==> images/gate_families.png <==
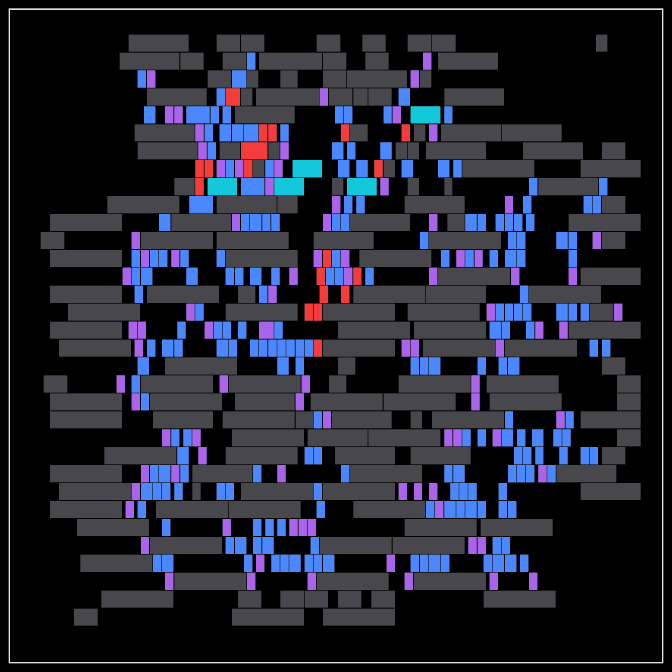
==> images/cell_classes.png <==
Scale bar: 20 um.
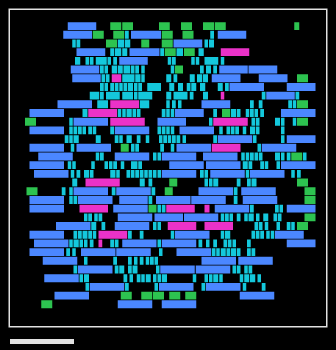
==> images/final_congestion.png <==
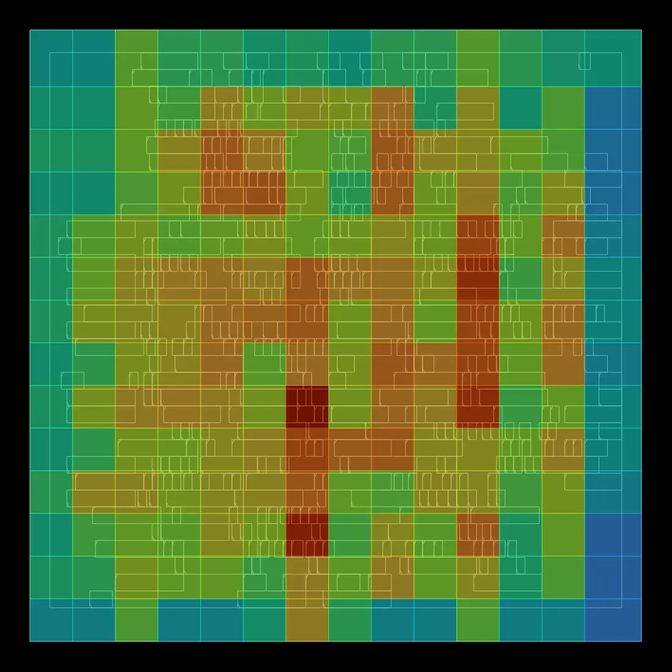
[src/rtl/sync_fifo_pkg.sv]
// Shared defaults and elaboration helpers for the parametrised synchronous FIFO.
// Imported by the FIFO top and its storage array.
package sync_fifo_pkg;

    localparam int DEFAULT_DATA_WIDTH = 8;
    localparam int DEFAULT_DEPTH      = 8;

    // Ceiling log2; the result for a value of 1 or less is 0.
    function automatic int clog2(input int value);
        int result;
        int remaining;
        result    = 0;
        remaining = value - 1;
        while (remaining > 0) begin
            result    = result + 1;
            remaining = remaining >> 1;
        end
        return result;
    endfunction

endpackage

[src/rtl/fifo_mem.sv]
// FIFO storage: DEPTH x DATA_WIDTH array with one synchronous write port and one
// asynchronous read port. The contents are not reset.
module fifo_mem
    import sync_fifo_pkg::*;
#(
    parameter int DATA_WIDTH = DEFAULT_DATA_WIDTH,
    parameter int DEPTH      = DEFAULT_DEPTH,
    parameter int ADDR_WIDTH = clog2(DEFAULT_DEPTH)
) (
    input  logic                  clk,
    input  logic                  wr_en,
    input  logic [ADDR_WIDTH-1:0] wr_addr,
    input  logic [DATA_WIDTH-1:0] wr_data,
    input  logic [ADDR_WIDTH-1:0] rd_addr,
    output logic [DATA_WIDTH-1:0] rd_data
);

    logic [DATA_WIDTH-1:0] mem [DEPTH];

    always_ff @(posedge clk) begin
        if (wr_en) begin
            mem[wr_addr] <= wr_data;
        end
    end

    assign rd_data = mem[rd_addr];

endmodule

[src/rtl/sync_fifo_param.sv]
// Parametrised single-clock FIFO with occupancy count, almost thresholds, sticky
// error flags, synchronous flush and an optional first-word-fall-through read.
module sync_fifo_param
    import sync_fifo_pkg::*;
#(
    parameter int  DATA_WIDTH = DEFAULT_DATA_WIDTH,
    parameter int  DEPTH      = DEFAULT_DEPTH,
    parameter int  AF_THRESH  = DEPTH - 1,
    parameter int  AE_THRESH  = 1,
    parameter int  FWFT       = 0,
    localparam int ADDR_WIDTH = clog2(DEPTH)
) (
    input  logic                  clk,
    input  logic                  rstn,
    input  logic                  flush,
    input  logic                  wr_en,
    input  logic [DATA_WIDTH-1:0] data_in,
    input  logic                  rd_en,
    output logic [DATA_WIDTH-1:0] data_out,
    output logic                  rd_vld,
    output logic                  fifo_empty,
    output logic                  fifo_full,
    output logic                  almost_full,
    output logic                  almost_empty,
    output logic [ADDR_WIDTH:0]   fifo_count,
    output logic                  overflow,
    output logic                  underflow,
    input  logic                  err_clr
);

    if (DEPTH < 2 || (DEPTH & (DEPTH - 1)) != 0) begin : g_bad_depth
        $error("sync_fifo_param: DEPTH must be a power of two and at least 2");
    end
    if (AF_THRESH < 1 || AF_THRESH > DEPTH) begin : g_bad_af
        $error("sync_fifo_param: AF_THRESH must lie in 1..DEPTH");
    end
    if (AE_THRESH < 0 || AE_THRESH >= DEPTH) begin : g_bad_ae
        $error("sync_fifo_param: AE_THRESH must lie in 0..DEPTH-1");
    end

    localparam logic [ADDR_WIDTH:0]   FULL_LEVEL = (ADDR_WIDTH + 1)'(DEPTH);
    localparam logic [ADDR_WIDTH:0]   AF_LEVEL   = (ADDR_WIDTH + 1)'(AF_THRESH);
    localparam logic [ADDR_WIDTH:0]   AE_LEVEL   = (ADDR_WIDTH + 1)'(AE_THRESH);
    localparam logic [ADDR_WIDTH:0]   COUNT_ONE  = (ADDR_WIDTH + 1)'(1);
    localparam logic [ADDR_WIDTH-1:0] PTR_ONE    = ADDR_WIDTH'(1);

    logic [ADDR_WIDTH-1:0] wr_ptr_reg, wr_ptr_next;
    logic [ADDR_WIDTH-1:0] rd_ptr_reg, rd_ptr_next;
    logic [ADDR_WIDTH:0]   count_reg, count_next;
    logic                  empty_reg, empty_next;
    logic                  full_reg, full_next;
    logic                  af_reg, af_next;
    logic                  ae_reg, ae_next;
    logic                  overflow_reg, overflow_next;
    logic                  underflow_reg, underflow_next;

    logic                  rd_acc, wr_acc;
    logic                  rd_take, wr_take;
    logic [DATA_WIDTH-1:0] mem_rd_data;

    // A read frees a slot on the same edge, so a full FIFO still takes a write.
    assign rd_acc  = rd_en & ~empty_reg;
    assign wr_acc  = wr_en & (~full_reg | rd_acc);
    assign rd_take = rd_acc & ~flush;
    assign wr_take = wr_acc & ~flush;

    always_comb begin
        wr_ptr_next    = wr_ptr_reg;
        rd_ptr_next    = rd_ptr_reg;
        count_next     = count_reg;
        overflow_next  = overflow_reg & ~err_clr;
        underflow_next = underflow_reg & ~err_clr;

        if (flush) begin
            wr_ptr_next = '0;
            rd_ptr_next = '0;
            count_next  = '0;
        end else begin
            if (wr_take) begin
                wr_ptr_next = wr_ptr_reg + PTR_ONE;
            end
            if (rd_take) begin
                rd_ptr_next = rd_ptr_reg + PTR_ONE;
            end
            case ({wr_take, rd_take})
                2'b10:   count_next = count_reg + COUNT_ONE;
                2'b01:   count_next = count_reg - COUNT_ONE;
                default: count_next = count_reg;
            endcase
            // Setting an error flag wins over a simultaneous err_clr.
            if (wr_en & full_reg & ~rd_acc) begin
                overflow_next = 1'b1;
            end
            if (rd_en & empty_reg) begin
                underflow_next = 1'b1;
            end
        end

        // On flush count_next is 0, which yields exactly the reset flag values.
        empty_next = (count_next == '0);
        full_next  = (count_next == FULL_LEVEL);
        af_next    = (count_next >= AF_LEVEL);
        ae_next    = (count_next <= AE_LEVEL);
    end

    always_ff @(posedge clk or negedge rstn) begin
        if (!rstn) begin
            wr_ptr_reg    <= '0;
            rd_ptr_reg    <= '0;
            count_reg     <= '0;
            empty_reg     <= 1'b1;
            full_reg      <= 1'b0;
            af_reg        <= 1'b0;
            ae_reg        <= 1'b1;
            overflow_reg  <= 1'b0;
            underflow_reg <= 1'b0;
        end else begin
            wr_ptr_reg    <= wr_ptr_next;
            rd_ptr_reg    <= rd_ptr_next;
            count_reg     <= count_next;
            empty_reg     <= empty_next;
            full_reg      <= full_next;
            af_reg        <= af_next;
            ae_reg        <= ae_next;
            overflow_reg  <= overflow_next;
            underflow_reg <= underflow_next;
        end
    end

    fifo_mem #(
        .DATA_WIDTH (DATA_WIDTH),
        .DEPTH      (DEPTH),
        .ADDR_WIDTH (ADDR_WIDTH)
    ) u_mem (
        .clk     (clk),
        .wr_en   (wr_take),
        .wr_addr (wr_ptr_reg),
        .wr_data (data_in),
        .rd_addr (rd_ptr_reg),
        .rd_data (mem_rd_data)
    );

    if (FWFT != 0) begin : g_fwft
        // Head word is presented directly; forced to 0 while empty so reset shows 0.
        assign data_out = empty_reg ? '0 : mem_rd_data;
        assign rd_vld   = ~empty_reg;
    end else begin : g_reg_read
        logic [DATA_WIDTH-1:0] data_out_reg;
        logic                  rd_vld_reg;

        always_ff @(posedge clk or negedge rstn) begin
            if (!rstn) begin
                data_out_reg <= '0;
                rd_vld_reg   <= 1'b0;
            end else begin
                rd_vld_reg <= rd_take;
                if (rd_take) begin
                    data_out_reg <= mem_rd_data;
                end
            end
        end

        assign data_out = data_out_reg;
        assign rd_vld   = rd_vld_reg;
    end

    assign fifo_empty   = empty_reg;
    assign fifo_full    = full_reg;
    assign almost_full  = af_reg;
    assign almost_empty = ae_reg;
    assign fifo_count   = count_reg;
    assign overflow     = overflow_reg;
    assign underflow    = underflow_reg;

endmodule

[config.mk]
export PLATFORM = sky130hd
export DESIGN_NAME = sync_fifo_param
export DESIGN_NICKNAME = d
export VERILOG_FILES = /design/src/rtl/sync_fifo_pkg.sv /design/src/rtl/fifo_mem.sv /design/src/rtl/sync_fifo_param.sv
export SDC_FILE = /design/constraint.sdc
export NUM_CORES = 1
export LEC_CHECK = 0
export ABC_AREA = 1
export CAP_MARGIN = 10
export CORE_MARGIN = 3
export CORE_UTILIZATION = 47
export CTS_BUF_LIST = sky130_fd_sc_hd__clkbuf_16
export DETAILED_ROUTE_END_ITERATION = 8
export PLACE_DENSITY = 0.67
export SLEW_MARGIN = 20
export SYNTH_ARGS = -nofsm -noshare
export SYNTH_HDL_FRONTEND = slang
export SYNTH_HIERARCHICAL = 1
export SYNTH_SLANG_ARGS = --single-unit
[constraint.sdc]
create_clock -name clk -period 4.1 [get_ports clk]
set_input_delay 0.615 -clock clk [delete_from_list [all_inputs] [get_ports clk]]
set_output_delay 0.615 -clock clk [all_outputs]
set_load 0.005 [all_outputs]
==> out/metrics.csv <==
metric,value,unit
status,completed,
final_cells,578,
fp_util,48.85,%
cp_common_cell,nor2_1,
cts_max_level,3,
pwr-share-seq,44.1,%
drcViolationCount,0,
final_net_count,487,
grt_pass1_wl,13.39,mm
clockBufferCount,9,
max_freq,375.0,MHz
postCtsSetupRepairBufs,0,
antenna_cells,0,
dominant_cells,registers,
first_pass_iters,4,
seq_cells,89,
cp_max_fo,11,
drive_above_1_share,7.400,%
wl_met3,456,um
port_buffers,32,
crit_chain,"clkdlybuf4s50_1, inv_1, nand3_1, ha_1, nor2_1, nor2_4, ha_1, nor2_1, nor2_1, nand2_1, inv_1, nand3_1, nand2_1",
internal_power,1893,uW
die-area,9775,sq um
fp.dieH,98.87,um
holdBufCountCts,0,
synthFlopType,edfxtp_1,
first_global_vias,2642,
p_clk_share,35.3,%
async_flop_share,28.09,%
taps,105,
bufAreaShareNonClock,7.696,%
fp.dieW,98.87,um
synth_seq_share,62.90,%
largest_reg_flops,64,
warnings,27,
cts_tree,built,
slew_viol_final,0,
p_leak,0.002258,uW
min_period,2.667,ns
ant_nets,0,
slowest_stage,clkdlybuf4s50_1,
busiest_layer,met2,
rsz0062_at_grt,false,
wl,8.204,mm
logic_area,1057,sq um
core-area,8299,sq um
netlist_area,4054,sq um
vias,2832,
cts_buffers,9,
yosysCellCount,431,
hp-class,input port to asynchronous set/reset pin,
crit_type,input port to flip-flop,
synth_warnings,6,
hold_ws,0.2755,ns
yosysChipArea,4054,sq um
pwr-share-comb,20.5,%
setup_tns,0,ns
routed-wl-met2,3.915,mm
end_kind,flip-flop,
hpwl,5.388,mm
swShare,26.55,%
About gate_families.png:
[cyan] adder and majority cells | cells: 5 | where: top middle
[red] NOR gates | cells: 19 | where: top middle
[blue] NAND gates | cells: 202
[purple] inverters | cells: 89

About cell_classes.png:
[cyan] all other logic | cells: 329 | share of their area: 30%
[blue] flip-flops | cells: 89 | share of their area: 55%
[green] other buffers and delay cells | cells: 39 | share of their area: 7.9%
[magenta] clock drivers and dummy loads | cells: 16 | share of their area: 7.2%
FP Rows: 33
Layout Utilization: 57.59%

About final_congestion.png:
Global Route met3 Usage: 2.689%
met2 global-route usage: 27.63%
GRT Util Overall: 17.76%

cells in the final DEF, fill, tap and decap left out, drive strengths merged:
cell           instances
nand3                 45
nand2                157
bufinv                 3
nor2                  19
a21oi                  5
clkdlybuf4s50         31
edfxtp                64
buf                    8
clkbuf                 9
clkinv                 3
dfstp                  2
o21ai                  6
dfrtp                 23
o22ai                  1
xor2                   1
xnor2                  1
ha                     5
inv                   90
kinds of logic (layout without fill, tap and decap cells):
group | after synthesis | after routing | share of synthesized area, %
buffers and inverters | 102 | 144 | 11.02
xor gates and xnor gates | 2 | 2 | 0.4322
adders and majority gates | 5 | 5 | 1.543
and+or+nand+nor | 221 | 221 | 22.59
AOI/OAI and AO/OA | 12 | 12 | 1.512
DFF | 89 | 89 | 62.90
power groups by stage:
stage / Combinational (uW) / Clock, uW / Sequential [uW]
after floorplan: 344 / 0 / 1130
after global placement: 526 / 0 / 1150
after detailed placement: 531 / 0 / 1160
after CTS: 534 / 926 / 1140
after global routing: 601 / 972 / 1150
final: 529 / 911 / 1140
path summary, 6_finish.rpt:
path                        startpoint      endpoint  slack (ns)  cells after the start
min in group clk           data_out[4]   data_out[4]        0.47                      2
hold reg to reg            data_out[4]   data_out[4]        0.47                      2
max in group asynchronous         rstn  almost_empty        3.27                      2
setup reg to reg            fifo_empty   almost_full        1.75                     14
hold / removal                    rstn   data_out[6]        0.28                      1
setup / recovery                 flush   almost_full        1.43                     13
per-stage QoR:
stage	setup slack [ns]	area (sq um)	power, uW
final	1.433	4780	2577
after CTS	1.471	4780	2601
after global routing	1.208	4780	2722
after global placement	1.203	4448	1681
after floorplan	1.835	4054	1474
after detailed placement	1.145	4443	1688
critical path, delay by kind of cell:
family | cells | cell delay (ns)
buffers and inverters | 3 | 0.83
and+or+nand+nor | 8 | 0.87
adders and majority gates | 2 | 0.56
No activity file was given, so power comes from the tool's default toggle rates.
